### Metal 1, run 1

Drawn at 2 px/µm.
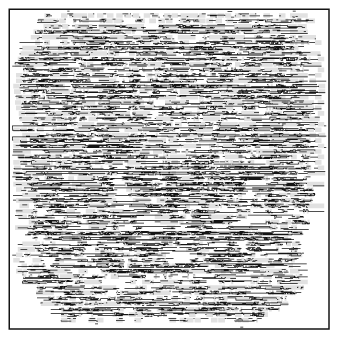
### M2 wires, run 1

Drawn at 3 px/µm.
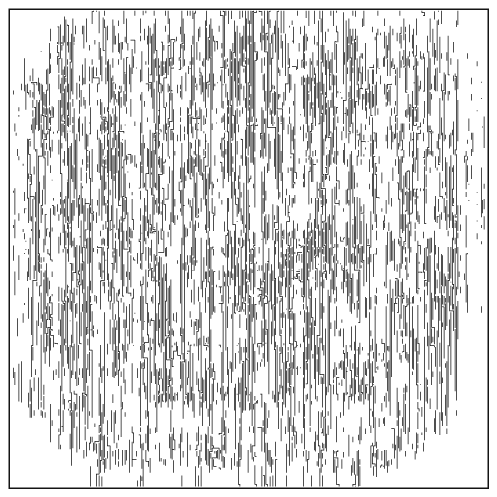
### Met3 routing, run 1

Drawn at 1.5 px/µm.
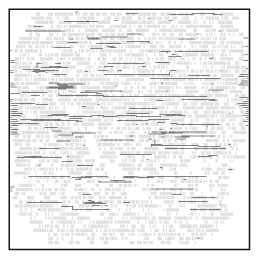
==> config.mk <==
export PLATFORM = sky130hd
export DESIGN_NAME = div_unit_flat
export DESIGN_NICKNAME = d
export VERILOG_FILES = /design/src/rtl/div_unit_if.sv /design/src/rtl/div_unit.sv /design/src/flat_wrapper.sv
export SDC_FILE = /design/constraint.sdc
export NUM_CORES = 1
export LEC_CHECK = 0
export CORE_UTILIZATION = 54
export CTS_BUF_LIST = sky130_fd_sc_hd__clkbuf_4 sky130_fd_sc_hd__clkbuf_8
export DETAILED_ROUTE_END_ITERATION = 8
export PLACE_DENSITY = 0.76
export SLEW_MARGIN = 15
export SYNTH_ARGS = -nofsm -noshare
export SYNTH_HDL_FRONTEND = slang
export SYNTH_SLANG_ARGS = --single-unit
==> constraint.sdc <==
create_clock -name iClk -period 4.9 [get_ports iClk]
set_clock_uncertainty 0.1 [all_clocks]
set_input_delay 1.225 -clock iClk [delete_from_list [all_inputs] [get_ports iClk]]
set_output_delay 1.225 -clock iClk [all_outputs]
set_load 0.005 [all_outputs]
==> summary.rpt, run 1 <==
======================================================================================================
Run status                                                                                complete, no violations
Top sig layer                                                                                     met4
Share of power burned in the clock network                                                       0.117
Clock tree root buffer cell                                                                   clkbuf_8
Crit share post-route                                                                            0.966
Power dissipated in combinational cells                                                        9.08 mW
Maximum capacitance violations                                                                       0
Number of cells on the critical path                                                                18
Largest cells by area after synthesis                                                     dfrtp_1 38%, nand2_1 8.6%, a21oi_1 4.5%, xor2_1 4.4%, xnor2_1 4.3%
Cts repair resizes                                                                                   0
Area fraction in mux cells                                                                      0.0216
TritonCTS clock tree                                                                              done
Dpl cell area                                                                                15100 µm²
Die Y                                                                                           159 µm
Post-synthesis async set-or-reset flop share                                                      1.00
FF+latch area                                                                                 5110 µm²
Number of detailed-routing iterations run before antenna repair                                      5
Routed wl met3                                                                                 2060 µm
Postcts setup bufs                                                                                   0
DP HPWL                                                                                       27600 µm
Std-Cell Core Area                                                                           24200 µm²
Clock transition at the register clock pins on the worst setup and hold paths after CTS        0.05 ns
Number of buffers inserted by hold repair at cts                                                     0
Post-layout nets                                                                                  1877
Data arrival time of the critical path                                                         5.05 ns
Remaining number of nets flagged by the antenna check after routing                                  0
Gate power share                                                                                 0.647
Sequential-cell power consumption                                                              3.31 mW
Final tally of hold violations                                                                       0
Total Neg Setup Slack                                                                             0 ns
Syn Std Cell Area                                                                            13300 µm²
Cell kind with the greatest summed area                                                    logic gates
Flip-flop and latch count                                                                          204
Sw Share                                                                                         0.482
Global-route wire length before repair                                                        62400 µm
Sequential share of cell area                                                                    0.321
Well tap count                                                                                     324
Pin count of the biggest net entering global routing                                               157
Sequence of cells on the critical path                                                    ha_1, a2111o_1, a211oi_2, nor3b_1, a221o_1, a211oi_4, inv_2, mux2i_2, ha_2, nor3b_4, nand3_2, o41ai_4, buf_4, o2111ai_4, o21ai_1, xor2_1, o21ai_1, o21a_1
Biggest area consumer among synthesized cells                                                  dfrtp_1
Synthesized net count                                                                             1753
Synthesis-stage register bit count                                                                 204
Basic-gate share of the synthesized area counting and, or, nand and nor cells                    0.214
Proportion of layout cells with a drive suffix above 1                                          0.0824
Commonest non-fill, non-tap cells in the layout                                           304 x nand2_1, 203 x dfrtp_1, 140 x nor2_1
Slowest cell on crit path                                                                     a2111o_1
Number of global-route vias before repair                                                        11852
Antenna violations before repair                                                                     0
Hold depth                                                                                           2
Log Warnings                                                                                        30
Clock-cell share of area                                                                        0.0466
Busiest grt layer                                                                                 met2
Adder-Cell Fraction of Synth Area                                                               0.0372
Synthesis-to-layout area growth                                                                  19.2%
Final Max Slew Viols                                                                                 0
Overall routing resource usage                                                                   0.304
Int Pwr                                                                                        7.26 mW
Class of the tightest hold or removal check                                               flop to flop
Transition at the pin with the smallest max-transition slack                                   1.08 ns
Fraction of the core area occupied by cells at floorplan                                         0.550
Combinational fraction of the cell area                                                          0.487
Std cell rows                                                                                       57
AO/OA Area Share                                                                                 0.215
Flip-flop count of the largest register after layout                                                33
Most common flop cell mapped by yosys                                                          dfrtp_1
Power after layout                                                                             14.0 mW
Unique masters post-synth                                                                           78
Number of cells on the worst reg-to-reg path                                                        18
Fillers                                                                                           2108
Number of failing setup endpoints in the final timing report                                         0
Power drawn by the clock network                                                               1.64 mW
Post-placement worst setup slack                                                             0.0608 ns
Logic area                                                                                    7740 µm²
Area share of buffers outside the clock network                                                  0.106
Most numerous cell in the Yosys netlist                                                        nand2_1
Cell total after placement                                                                        2054
Grt total ovfl                                                                                       0
Required time at the endpoint of the critical path                                             5.22 ns
Final worst path period need                                                                   4.73 ns
Buffer-and-inverter tally for the worst setup path                                                   2
Top area contributor share                                                                       0.383
DR DRC count                                                                                         0
Met1 Wirelength                                                                               17200 µm
Portion of the post-synthesis area used by sequential elements                                   0.383
CTS max path bufs                                                                                    3
Hold_ws                                                                                       0.369 ns
Part of the total power dissipated in sequential elements                                        0.236
Number of vias per cell                                                                           5.91
Average footprint of a synthesized cell                                                       8.10 µm²
Clock latency of the later-clocked register in the worst-skew pair                             0.55 ns
Flip-flops with a built-in enable                                                                    0
Critical path peak fanout                                                                            6
Post-Syn Instances                                                                                1646
Critical path's largest stage delay                                                            0.46 ns
Total clock buffers created by CTS                                                                  36
Average wire per cell in the routed design                                                     18.0 µm
Antenna diode count                                                                                  0
CP delay by family, top                                                                   AND-OR/OR-AND gates
Crit. End Element                                                                                 flop
Number of H-tree levels                                                                              2
Non-filler cells in the finished layout                                                           2120
Parity-gate share of the synthesized area counting xor and xnor cells                           0.0874
Final standard cell area without fillers                                                     15900 µm²
Worst voltage drop across the vdd grid                                                        0.560 mV
Net load switching power                                                                       6.77 mW
Initial drt markers                                                                                953
Non-clock inverters                                                                                 57
Top cell types by occurrence after synthesis                                              305 x nand2_1, 204 x dfrtp_1, 142 x nor2_1
Worst setup slack for register-to-register paths                                               0.17 ns
Chip width                                                                                      159 µm
Buffers added on ports                                                                             134
Warning count from the yosys run                                                                     0
Logic Gate Count                                                                                  1295
Max-Slew Margin vs Limit                                                                         0.277
Post-synth area from yosys stat                                                              13300 µm²
Setup slack of the critical path after layout                                                 0.168 ns
Number of clock-tree buffers in the layout                                                          58
Kind of launch point of the worst setup path                                                      flop
Cell repeated most along the worst path                                                        o21ai_1
Final standard cell utilization of the core                                                      0.655
Achievable frequency                                                                         0.211 GHz
Most used logic cell in the final layout                                                       nand2_1
Num Clock Sinks                                                                                    204
======================================================================================================
Back to the opening pictures, 'Metal 1':
The wires run mostly horizontal. The layer holds 45% of the routed length.
global-route track usage on met1: 0.424
total wire length after detailed routing: 38200 µm
vias: 12521

Back to the opening pictures, 'M2 wires':
1572 nets have wire on it. The wires run mostly vertical. The longest straight run is 49.0 µm. The layer holds 47% of the routed length.
met2 track utilization from global routing: 0.495

Back to the opening pictures, 'Met3 routing':
The layer carries 2060 µm of wire. The wires run mostly horizontal. The layer holds 5.4% of the routed length.
met3 global-route usage: 0.0409

### Met4 routing, run 1

Drawn at 1.5 px/µm.
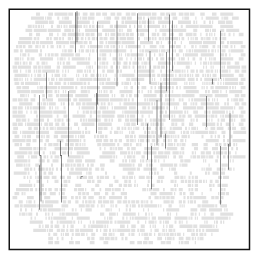

## Run 2: what changed since run 1
--- a/config.mk
+++ b/config.mk
@@ -5,10 +5,10 @@
 export SDC_FILE = /design/constraint.sdc
 export NUM_CORES = 1
 export LEC_CHECK = 0
-export CORE_UTILIZATION = 54
+export CORE_UTILIZATION = 44
 export CTS_BUF_LIST = sky130_fd_sc_hd__clkbuf_4 sky130_fd_sc_hd__clkbuf_8
 export DETAILED_ROUTE_END_ITERATION = 8
-export PLACE_DENSITY = 0.76
+export PLACE_DENSITY = 0.61
 export SLEW_MARGIN = 15
 export SYNTH_ARGS = -nofsm -noshare
 export SYNTH_HDL_FRONTEND = slang
==> constraint.sdc (replaced) <==
create_clock -name iClk -period 4.7 [get_ports iClk]
set_clock_uncertainty 0.1 [all_clocks]
set_input_delay 1.175 -clock iClk [delete_from_list [all_inputs] [get_ports iClk]]
set_output_delay 1.175 -clock iClk [all_outputs]
set_load 0.005 [all_outputs]
### Met4 routing, run 2

Drawn at 1.5 px/µm.
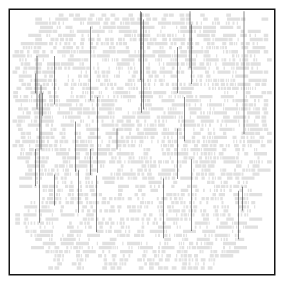
The layer carries 1060 µm of wire. 21 nets have wire on it. The layer holds 2.7% of the routed length. The wires run mostly vertical. The longest straight run is 85.7 µm.
vias: 12379
total wire length after detailed routing: 39100 µm

==> run 2 against run 1 <==
Compared with the run above: combinational power rose by 5.6%; register-to-register slack got worse by 0.02 ns; non-clock buffer count increased by 5; utilization decreased by 11 points; synthesized cell count stayed put; via count is 1.1% lower; worst hold slack improved by 0.0064 ns; die area is 22% higher; flip-flop count stayed put; sequential share of layout area fell by 0.56 points.
==> summary.rpt, run 2 <==
======================================================================================================
Non-clock inverters                                                                                 57   unchanged
Clock tree root buffer cell                                                                   clkbuf_8   unchanged
Number of global-route vias before repair                                                        12034   was 11852
Number of cells on the worst reg-to-reg path                                                        19   was 18
FF+latch area                                                                                 5110 µm²   about the same
Global-route track usage on met1                                                                 0.356   was 0.424
Required time at the endpoint of the critical path                                             5.03 ns   was 5.22 ns
Warning count from the yosys run                                                                     0   unchanged
Most numerous cell in the Yosys netlist                                                        nand2_1   unchanged
Slowest cell on crit path                                                                      dfrtp_1   was a2111o_1
Share of power burned in the clock network                                                       0.127   was 0.117
Number of H-tree levels                                                                              2   unchanged
Number of vias per cell                                                                           5.63   was 5.91
Run status                                                                                complete, no violations   unchanged
Gate power share                                                                                 0.642   was 0.647
Flip-flops with a built-in enable                                                                    0   unchanged
Buffer-and-inverter tally for the worst setup path                                                   3   was 2
Power drawn by the clock network                                                               1.89 mW   was 1.64 mW
Most used logic cell in the final layout                                                       nand2_1   unchanged
DP HPWL                                                                                       28600 µm   was 27600 µm
Fraction of the core area occupied by cells at floorplan                                         0.449   was 0.550
Transition at the pin with the smallest max-transition slack                                   1.14 ns   was 1.08 ns
Post-synth area from yosys stat                                                              13300 µm²   unchanged
Logic area                                                                                    7800 µm²   was 7740 µm²
Well tap count                                                                                     390   was 324
Part of the total power dissipated in sequential elements                                        0.231   was 0.236
Flip-flop count of the largest register after layout                                                33   unchanged
Post-placement worst setup slack                                                             0.0807 ns   was 0.0608 ns
DR DRC count                                                                                         0   unchanged
Overall routing resource usage                                                                   0.257   was 0.304
Unique masters post-synth                                                                           78   unchanged
Power dissipated in combinational cells                                                        9.59 mW   was 9.08 mW
Fillers                                                                                           2834   was 2108
Synthesized net count                                                                             1753   unchanged
Routed wl met3                                                                                 1950 µm   was 2060 µm
Dpl cell area                                                                                15200 µm²   was 15100 µm²
Biggest area consumer among synthesized cells                                                  dfrtp_1   unchanged
Global-route wire length before repair                                                        63600 µm   was 62400 µm
Critical path's largest stage delay                                                            0.45 ns   was 0.46 ns
Met1 Wirelength                                                                               18200 µm   was 17200 µm
Logic Gate Count                                                                                  1295   unchanged
Commonest non-fill, non-tap cells in the layout                                           303 x nand2_1, 200 x dfrtp_1, 140 x nor2_1   was 304 x nand2_1, 203 x dfrtp_1, 140 x nor2_1
Portion of the post-synthesis area used by sequential elements                                   0.383   unchanged
Clock transition at the register clock pins on the worst setup and hold paths after CTS        0.06 ns   was 0.05 ns
Most common flop cell mapped by yosys                                                          dfrtp_1   unchanged
CTS max path bufs                                                                                    3   unchanged
Number of clock-tree buffers in the layout                                                          64   was 58
Final worst path period need                                                                   4.55 ns   was 4.73 ns
Postcts setup bufs                                                                                   0   unchanged
Data arrival time of the critical path                                                         4.88 ns   was 5.05 ns
Area fraction in mux cells                                                                      0.0216   unchanged
Number of failing setup endpoints in the final timing report                                         0   unchanged
Combinational fraction of the cell area                                                          0.482   was 0.487
Grt total ovfl                                                                                       0   unchanged
Number of cells on the critical path                                                                19   was 18
Buffers added on ports                                                                             134   unchanged
Int Pwr                                                                                        7.83 mW   was 7.26 mW
Initial drt markers                                                                                898   was 953
Flip-flop and latch count                                                                          204   unchanged
Basic-gate share of the synthesized area counting and, or, nand and nor cells                    0.214   unchanged
Chip width                                                                                      176 µm   was 159 µm
Total clock buffers created by CTS                                                                  38   was 36
Antenna violations before repair                                                                     0   unchanged
Crit. End Element                                                                                 flop   unchanged
Synthesis-stage register bit count                                                                 204   unchanged
Class of the tightest hold or removal check                                               flop to flop   unchanged
Worst voltage drop across the vdd grid                                                        0.541 mV   was 0.560 mV
Post-synthesis async set-or-reset flop share                                                      1.00   unchanged
Worst setup slack for register-to-register paths                                               0.15 ns   was 0.17 ns
TritonCTS clock tree                                                                              done   unchanged
Post-layout nets                                                                                  1884   was 1877
CP delay by family, top                                                                   AND-OR/OR-AND gates   unchanged
Top area contributor share                                                                       0.383   unchanged
Maximum capacitance violations                                                                       0   unchanged
Log Warnings                                                                                        27   was 30
Synthesis-to-layout area growth                                                                  21.3%   was 19.2%
Syn Std Cell Area                                                                            13300 µm²   unchanged
Top sig layer                                                                                     met4   unchanged
Hold_ws                                                                                       0.375 ns   was 0.369 ns
Die Y                                                                                           176 µm   was 159 µm
Adder-Cell Fraction of Synth Area                                                               0.0372   unchanged
Non-filler cells in the finished layout                                                           2197   was 2120
Final standard cell area without fillers                                                     16200 µm²   was 15900 µm²
Power after layout                                                                             14.9 mW   was 14.0 mW
Critical path peak fanout                                                                            5   was 6
Net load switching power                                                                       7.11 mW   was 6.77 mW
Cell kind with the greatest summed area                                                    logic gates   unchanged
Clock-cell share of area                                                                        0.0527   was 0.0466
Hold depth                                                                                           2   unchanged
Cell total after placement                                                                        2120   was 2054
Final Max Slew Viols                                                                                 0   unchanged
======================================================================================================
### Track usage over the die, run 2

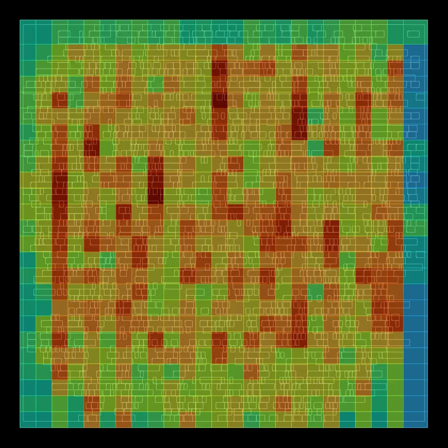
met2 track utilization from global routing: 0.412
final standard cell utilization of the core: 0.544
met3 global-route usage: 0.0351
average wire per cell in the routed design: 17.8 µm

Power figures rest on the tool's default switching activity, not on a simulated workload.
